## src/rtl/i2c_reg_seq_pkg.sv

```systemverilog
// rtl/i2c_reg_seq_pkg.sv - command encodings and command-beat helper for the I2C register sequencer
package i2c_reg_seq_pkg;

    localparam logic [2:0] k_START_CMD   = 3'd1;
    localparam logic [2:0] k_RESTART_CMD = 3'd2;
    localparam logic [2:0] k_STOP_CMD    = 3'd3;
    localparam logic [2:0] k_READ_CMD    = 3'd4;
    localparam logic [2:0] k_WRITE_CMD   = 3'd5;

    typedef struct packed {
        logic [2:0] cmd;
        logic [7:0] data;
        logic       nack;
    } cmd_beat_t;

    function automatic cmd_beat_t make_beat(input logic [2:0] c, input logic [7:0] d, input logic n);
        cmd_beat_t b;
        b.cmd  = c;
        b.data = d;
        b.nack = n;
        return b;
    endfunction

endpackage

```

## src/rtl/i2c_reg_seq.sv

```systemverilog
// rtl/i2c_reg_seq.sv - register read/write sequencer driving a bit-level I2C master
module i2c_reg_seq
    import i2c_reg_seq_pkg::*;
#(
    parameter int NACK_ABORT = 1
) (
    input  logic       clk,
    input  logic       rst,
    input  logic       req_valid_in,
    output logic       req_ready_out,
    input  logic       req_rw_in,
    input  logic [6:0] req_dev_in,
    input  logic [7:0] req_reg_in,
    input  logic [7:0] req_wdata_in,
    output logic       done_out,
    output logic       err_out,
    output logic [7:0] rdata_out,
    output logic [2:0] cmd_out,
    output logic       cmd_valid_out,
    input  logic       cmd_ready_in,
    output logic [7:0] data_out,
    output logic       nack_out,
    input  logic       rsp_valid_in,
    input  logic [7:0] rsp_data_in,
    input  logic       rsp_ack_in
);

    typedef enum logic [3:0] {
        S_IDLE, S_START, S_DEV_W, S_REG, S_WDATA,
        S_RESTART, S_DEV_R, S_RDATA, S_STOP, S_DONE
    } state_t;

    state_t     state;
    state_t     nxt;
    logic       waiting;
    logic       rw;
    logic       err;
    logic       nacked;
    logic [6:0] dev;
    logic [7:0] reg_addr;
    logic [7:0] wdata;
    cmd_beat_t  beat;

    function automatic cmd_beat_t beat_for(input state_t s, input logic [6:0] d,
                                           input logic [7:0] r, input logic [7:0] w);
        case (s)
            S_START:   return make_beat(k_START_CMD, 8'h00, 1'b0);
            S_DEV_W:   return make_beat(k_WRITE_CMD, {d, 1'b0}, 1'b0);
            S_REG:     return make_beat(k_WRITE_CMD, r, 1'b0);
            S_WDATA:   return make_beat(k_WRITE_CMD, w, 1'b0);
            S_RESTART: return make_beat(k_RESTART_CMD, 8'h00, 1'b0);
            S_DEV_R:   return make_beat(k_WRITE_CMD, {d, 1'b1}, 1'b0);
            S_RDATA:   return make_beat(k_READ_CMD, 8'h00, 1'b1);
            default:   return make_beat(k_STOP_CMD, 8'h00, 1'b0);
        endcase
    endfunction

    function automatic state_t seq_next(input state_t s, input logic is_read);
        case (s)
            S_START:   return S_DEV_W;
            S_DEV_W:   return S_REG;
            S_REG:     return is_read ? S_RESTART : S_WDATA;
            S_RESTART: return S_DEV_R;
            S_DEV_R:   return S_RDATA;
            default:   return S_STOP;
        endcase
    endfunction

    // Only bytes we transmitted can be NACKed; the ACK bit after READ is our own.
    always_comb begin
        nacked = rsp_ack_in && (state inside {S_DEV_W, S_REG, S_WDATA, S_DEV_R});
        if (state == S_STOP)
            nxt = S_DONE;
        else if (nacked && (NACK_ABORT != 0))
            nxt = S_STOP;
        else
            nxt = seq_next(state, rw);
        beat = beat_for(nxt, dev, reg_addr, wdata);
    end

    always_ff @(posedge clk) begin
        if (rst) begin
            state         <= S_IDLE;
            waiting       <= 1'b0;
            rw            <= 1'b0;
            err           <= 1'b0;
            dev           <= 7'h00;
            reg_addr      <= 8'h00;
            wdata         <= 8'h00;
            req_ready_out <= 1'b1;
            cmd_valid_out <= 1'b0;
            cmd_out       <= k_STOP_CMD;
            data_out      <= 8'h00;
            nack_out      <= 1'b0;
            done_out      <= 1'b0;
            err_out       <= 1'b0;
            rdata_out     <= 8'h00;
        end else begin
            done_out <= 1'b0;
            err_out  <= 1'b0;
            case (state)
                S_IDLE: begin
                    if (req_valid_in && req_ready_out) begin
                        rw            <= req_rw_in;
                        dev           <= req_dev_in;
                        reg_addr      <= req_reg_in;
                        wdata         <= req_wdata_in;
                        err           <= 1'b0;
                        req_ready_out <= 1'b0;
                        state         <= S_START;
                        cmd_valid_out <= 1'b1;
                        cmd_out       <= k_START_CMD;
                        data_out      <= 8'h00;
                        nack_out      <= 1'b0;
                    end
                end
                S_DONE: begin
                    state         <= S_IDLE;
                    req_ready_out <= 1'b1;
                end
                default: begin
                    if (!waiting) begin
                        if (cmd_ready_in) begin
                            cmd_valid_out <= 1'b0;
                            waiting       <= 1'b1;
                        end
                    end else if (rsp_valid_in) begin
                        waiting <= 1'b0;
                        state   <= nxt;
                        if (nacked)
                            err <= 1'b1;
                        if (state == S_RDATA)
                            rdata_out <= rsp_data_in;
                        if (nxt == S_DONE) begin
                            done_out <= 1'b1;
                            err_out  <= err;
                        end else begin
                            cmd_valid_out <= 1'b1;
                            cmd_out       <= beat.cmd;
                            data_out      <= beat.data;
                            nack_out      <= beat.nack;
                        end
                    end
                end
            endcase
        end
    end

endmodule

```

## config.mk

```make
export PLATFORM = sky130hd
export DESIGN_NAME = i2c_reg_seq
export DESIGN_NICKNAME = d
export VERILOG_FILES = /design/src/rtl/i2c_reg_seq_pkg.sv /design/src/rtl/i2c_reg_seq.sv
export SDC_FILE = /design/constraint.sdc
export NUM_CORES = 1
export LEC_CHECK = 0
export CAP_MARGIN = 20
export CORE_ASPECT_RATIO = 1.5
export CORE_MARGIN = 2
export CORE_UTILIZATION = 44
export DETAILED_ROUTE_END_ITERATION = 7
export PLACE_DENSITY = 0.76
export SYNTH_ARGS = -nofsm -noshare
export SYNTH_HDL_FRONTEND = slang
export SYNTH_SLANG_ARGS = --single-unit
```

## constraint.sdc

```tcl
create_clock -name clk -period 1.85 [get_ports clk]
set_input_delay 0.37 -clock clk [delete_from_list [all_inputs] [get_ports clk]]
set_output_delay 0.37 -clock clk [all_outputs]
set_load 0.1 [all_outputs]
```

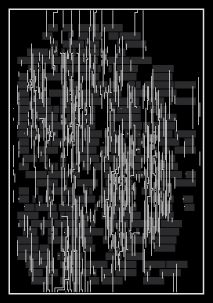
(run_1/layer_met2.png)
(3 px per µm) Cells faint in the background.
main direction = vertical
share of all routed wire = 54%
vias: 2172
overall routed net length: 5710 µm
GR met2 Demand/Resource: 35.9%

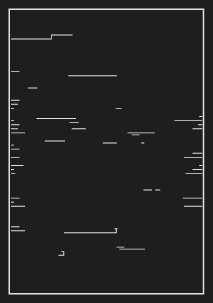
(run_1/layer_met3.png)
(3 px per µm)
main direction = horizontal
share of all routed wire = 3.6%
longest straight run = 17.2 µm
met3 demand-to-capacity share in global routing: 3.69%

==> results.py, run 1 <==
# Auto-generated metrics
metrics = {
    "run": {
        "max_cap_viol_count": 0,
    },
    "power": {
        "leakagePower_nw": 1.36,
        "power.net_switching_w": 0.000704,
        "power_frac_seq_pct": 49.1,
    },
    "place": {
        "detailed_place_hpwl_um": 4080,
        "gpl.final_weighted_congestion": 0.808,
    },
    "clock_tree": {
        "cts_tree": "done",
        "max-clock-path-buffers": 2,
        "clockRootBuffer": "clkbuf_8",
        "cts-hold-fix-buffers": 0,
    },
    "final_timing": {
        "worstMarginPinSlew_ns": 0.653,
        "rsz_0062_raised_after_global_routing": "false",
        "hold_violations": 0,
    },
    "setup_path": {
        "critical_path_buf_inv_count": 1,
        "cell_by_cell_listing_of_the_critical_path": "or3_1 > or3_1 > buf_12 > nand2_1 > a21oi_1",
        "worst_reg2reg_endpoint": "wdata[7]",
        "worstSetupStartpoint": "state[1]",
        "crit_path_frequent_cell": "or3_1",
    },
    "finish": {
        "layout.cells.most_common": "nand2_1",
        "antennaDiodeCount": 0,
        "filler_cell_count": 438,
        "mostFrequentLayoutCells": "nand2_1, dfxtp_1, clkdlybuf4s50_1",
    },
    "drt": {
        "drt_pass1_iterations": 6,
        "postRouteAntennaNets": 0,
        "detailed_route_iter0_violations": 92,
    },
    "logic_synthesis": {
        "synthMuxAreaShare_pct": 5.54,
        "post_synth_xor_area_fraction_pct": 0,
        "number_of_enable_type_register_cells_in_the_synthesized_netlist": 0,
        "mappedNetlistArea_mm2": 0.00239,
        "area_leaders": "dfxtp_1, nand2_1, a21oi_1",
    },
    "floorplan": {
        "floorplan.initialDensity_pct": 46.0,
    },
    "run_status": {
        "run_status": "finished, final reports clean",
    },
}
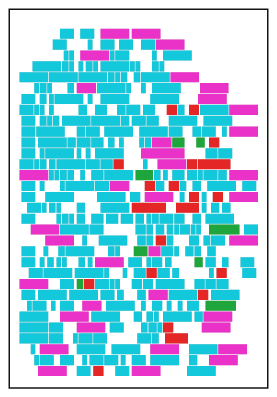
(run_1/sizes.png)
(4 px per µm)
green -> _2 cells  # cells 8, share 2.3%, most used dfxtp_2
cyan -> _0 and _1 cells  # cells 277, share 81%, most used nand2_1
magenta -> _6 and larger  # cells 36, share 11%, most used buf_12
red -> _3 and _4 cells  # cells 20, share 5.9%, most used buf_4
layout-stage area growth over the synthesis result: 48.4%
post-route worst setup slack: 0.107 ns
count of non-CTS buffers in the layout: 82

-- run 1: worst max path at each step --
| stage | endpoint | slack, ns | cells past startpoint |
|---|---|---|---|
| final | wdata[7] | 0.11 | 5 |
| after global routing | data_out[4] | 0.02 | 4 |
| after CTS | data_out[7] | 0.02 | 5 |
| after detailed placement | data_out[7] | -0.21 | 5 |
| after global placement | data_out[7] | -0.16 | 5 |
| after floorplan | dev[0] | 0.06 | 6 |
-- run 1: worst reg2reg max path: stages, from the launching register on --
cell and delay (ns):
dfxtp_1 0.34, or3_1 0.51, or3_1 0.47, buf_12 0.19, nand2_1 0.08, a21oi_1 0.06
-- run 1: per-stage QoR --
step | total power [W] | setup WS, ns | std cells | instance area, µm² | hold slack [ns]
final | 0.00256 | 0.107 | 409 | 3550 | 0.455
after global routing | 0.00268 | 0.0169 | 409 | 3550 | 0.469
after CTS | 0.00256 | 0.0215 | 409 | 3540 | 0.457
after detailed placement | 0.00178 | -0.214 | 401 | 3430 | 0.443
after global placement | 0.00177 | -0.156 | 401 | 3430 | 0.441
after floorplan | 0.00157 | 0.0587 | 270 | 2390 | 0.430
-- run 1: area by class of cell --
type / instances / area share, %
sequential: 54 / 30.5
tap: 68 / 2.40
clock buffer: 5 / 1.94
clock inverter: 3 / 1.23
timing repair buffer: 82 / 30.2
inverter: 3 / 0.317
multi-input combinational: 194 / 33.4
-- run 1: timing repair --
item | in CTS | in global routing
setup buffers | 0 | 0
resized | 0 | 2
setup endpoints to repair | 0 | 7
-- run 1: routing by layer --
metal / routed length (µm) / global-route usage [%]
met5: 0 / 0
met2: 3080 / 35.9
met3: 208 / 3.69
met4: 97 / 8.33
met1: 2320 / 23.9
## Run 2: what changed since run 1
Settings changed: CAP_MARGIN 20 to 10.
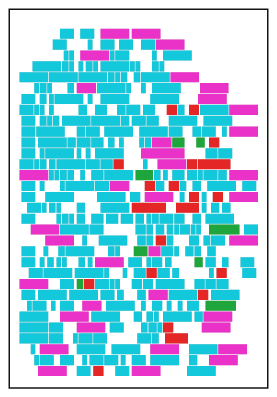
(run_2/sizes.png)
(4 px per µm)
Layout Cell Area excl Fill: 0.00355 mm²

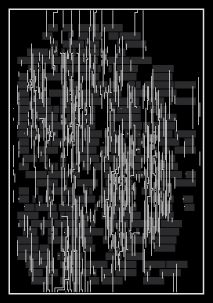
(run_2/layer_met2.png)
(3 px per µm) Cells faint in the background.
share of all routed wire = 54%
main direction = vertical
nets with wire on the layer = 309
longest straight run = 44.2 µm

==> run 2 against run 1 <==
Compared with the run above:
- worst setup slack is the same
- clock power is essentially flat
- maximum frequency is the same
==> results.py, run 2 <==
# Auto-generated metrics
metrics = {
    "setup_path": {
        "worst-r2r-setup-slack_ns": 0.11,
        "worst-endpoint-required_ns": 2.06,
        "timing.critical_path.from_type": "register",
    },
    "power": {
        "leakagePower_nw": 1.36,
    },
    "place": {
        "gpl.final_weighted_congestion": 0.808,
        "detailed_place_hpwl_um": 4080,
        "worst_setup_timing_slack_at_the_placement_stage_ns": -0.214,
        "postPlaceCellArea_mm2": 0.00343,
        "post-place-cells": 401,
    },
    "run": {
        "max_cap_viol_count": 0,
    },
    "finish": {
        "mostFrequentLayoutCells": "nand2_1, dfxtp_1, clkdlybuf4s50_1",
        "synthToLayoutAreaGrowth_pct": 48.4,
        "antennaDiodeCount": 0,
        "stdcell_count": 409,
        "layout.cells.most_common": "nand2_1",
        "fin_util_pct": 68.2,
    },
    "final_timing": {
        "hold_violations": 0,
        "final_critical_path_setup_slack_ns": 0.107,
        "rsz_0062_raised_after_global_routing": "false",
        "worstMarginPinSlew_ns": 0.653,
    },
    "drt": {
        "detailed_route_iter0_violations": 92,
        "postRouteAntennaNets": 0,
        "drt_pass1_iterations": 6,
        "detail_route.wirelength_um": 5710,
        "detailroute.via_count": 2172,
    },
    "floorplan": {
        "fp.dieH_um": 94.3,
        "floorplan.initialDensity_pct": 46.0,
    },
    "clock_tree": {
        "cts_post_setup_buffers_inserted": 0,
        "clockRootBuffer": "clkbuf_8",
        "cts_tree": "done",
        "max-clock-path-buffers": 2,
        "post_cts_resized": 0,
        "cts-hold-fix-buffers": 0,
    },
    "logic_synthesis": {
        "synth-async-reset-ratio_pct": 0,
        "yosys.area.top_type_share_pct": 45.2,
        "synth.avg_cell_area_um2": 8.86,
        "synth.yosys.warnings": 0,
        "number_of_enable_type_register_cells_in_the_synthesized_netlist": 0,
        "mappedNetlistArea_mm2": 0.00239,
        "area_leaders": "dfxtp_1, nand2_1, a21oi_1",
    },
    "global_routing": {
        "gr-usage-all-layers_pct": 20.3,
        "grt_first_pass_wirelength_um": 9560,
        "first_global_vias": 2081,
    },
    "run_status": {
        "run_status": "finished, final reports clean",
    },
}
-- run 2: cell counts in the layout (fill, tap and decap cells not counted) --
No cell type changed its count.
-- run 2: kinds of logic (layout without fill, tap and decap cells) --
logic type	count (synthesis)	count (layout)	share of synthesized area, %
compound gates	72	72	20.3
buf+inv	22	93	5.59
flops	54	54	45.2
mux	12	12	5.54
simple gates	110	110	23.4
-- run 2: worst paths after layout --
check | start | depth (start not counted) | end
worst min register to register | dev[5] | 2 | dev[5]
worst max register to register | state[1] | 5 | wdata[7]
worst max-delay path | state[1] | 5 | wdata[7]
worst min-delay path | dev[5] | 2 | dev[5]
-- run 2: routing by layer --
metal,vias up,share of wire (%),global-route usage [%]
met5,-,0,0
met4,0,1.7,8.33
met3,8,3.6,3.69
met2,59,54,35.9
met1,1017,41,23.9
li1,1088,-,-
-- run 2: worst max-delay path, stage by stage, from the launching register on --
cell     delay (ns)
dfxtp_1        0.34
or3_1          0.51
or3_1          0.47
buf_12         0.19
nand2_1        0.07
a21oi_1        0.06
-- run 2: layout make-up --
cell class / instances / area, µm²
clock inverters: 3 / 43.8
inverters: 3 / 11.3
multi-input cells: 194 / 1190
well taps: 68 / 85.1
fillers: 438 / 1650
repair buffers: 82 / 1070
clock buffers: 5 / 68.8
flip-flops and latches: 54 / 1080
-- run 2: where the power goes --
group          internal (W)  switching (W)
clock network      0.000406       0.000398
registers           0.00122      0.0000386
logic              0.000231       0.000268
-- run 2: through the flow --
step           hold slack, ns  setup TNS (ns)  power (W)
6_report                0.455               0    0.00256
5_1_grt                 0.469               0    0.00268
4_1_cts                 0.457               0    0.00256
3_5_place_dp            0.443           -1.96    0.00178
3_3_place_gp            0.441           -1.56    0.00177
2_1_floorplan           0.430               0    0.00157
Power is estimated from default activity; no workload was simulated.
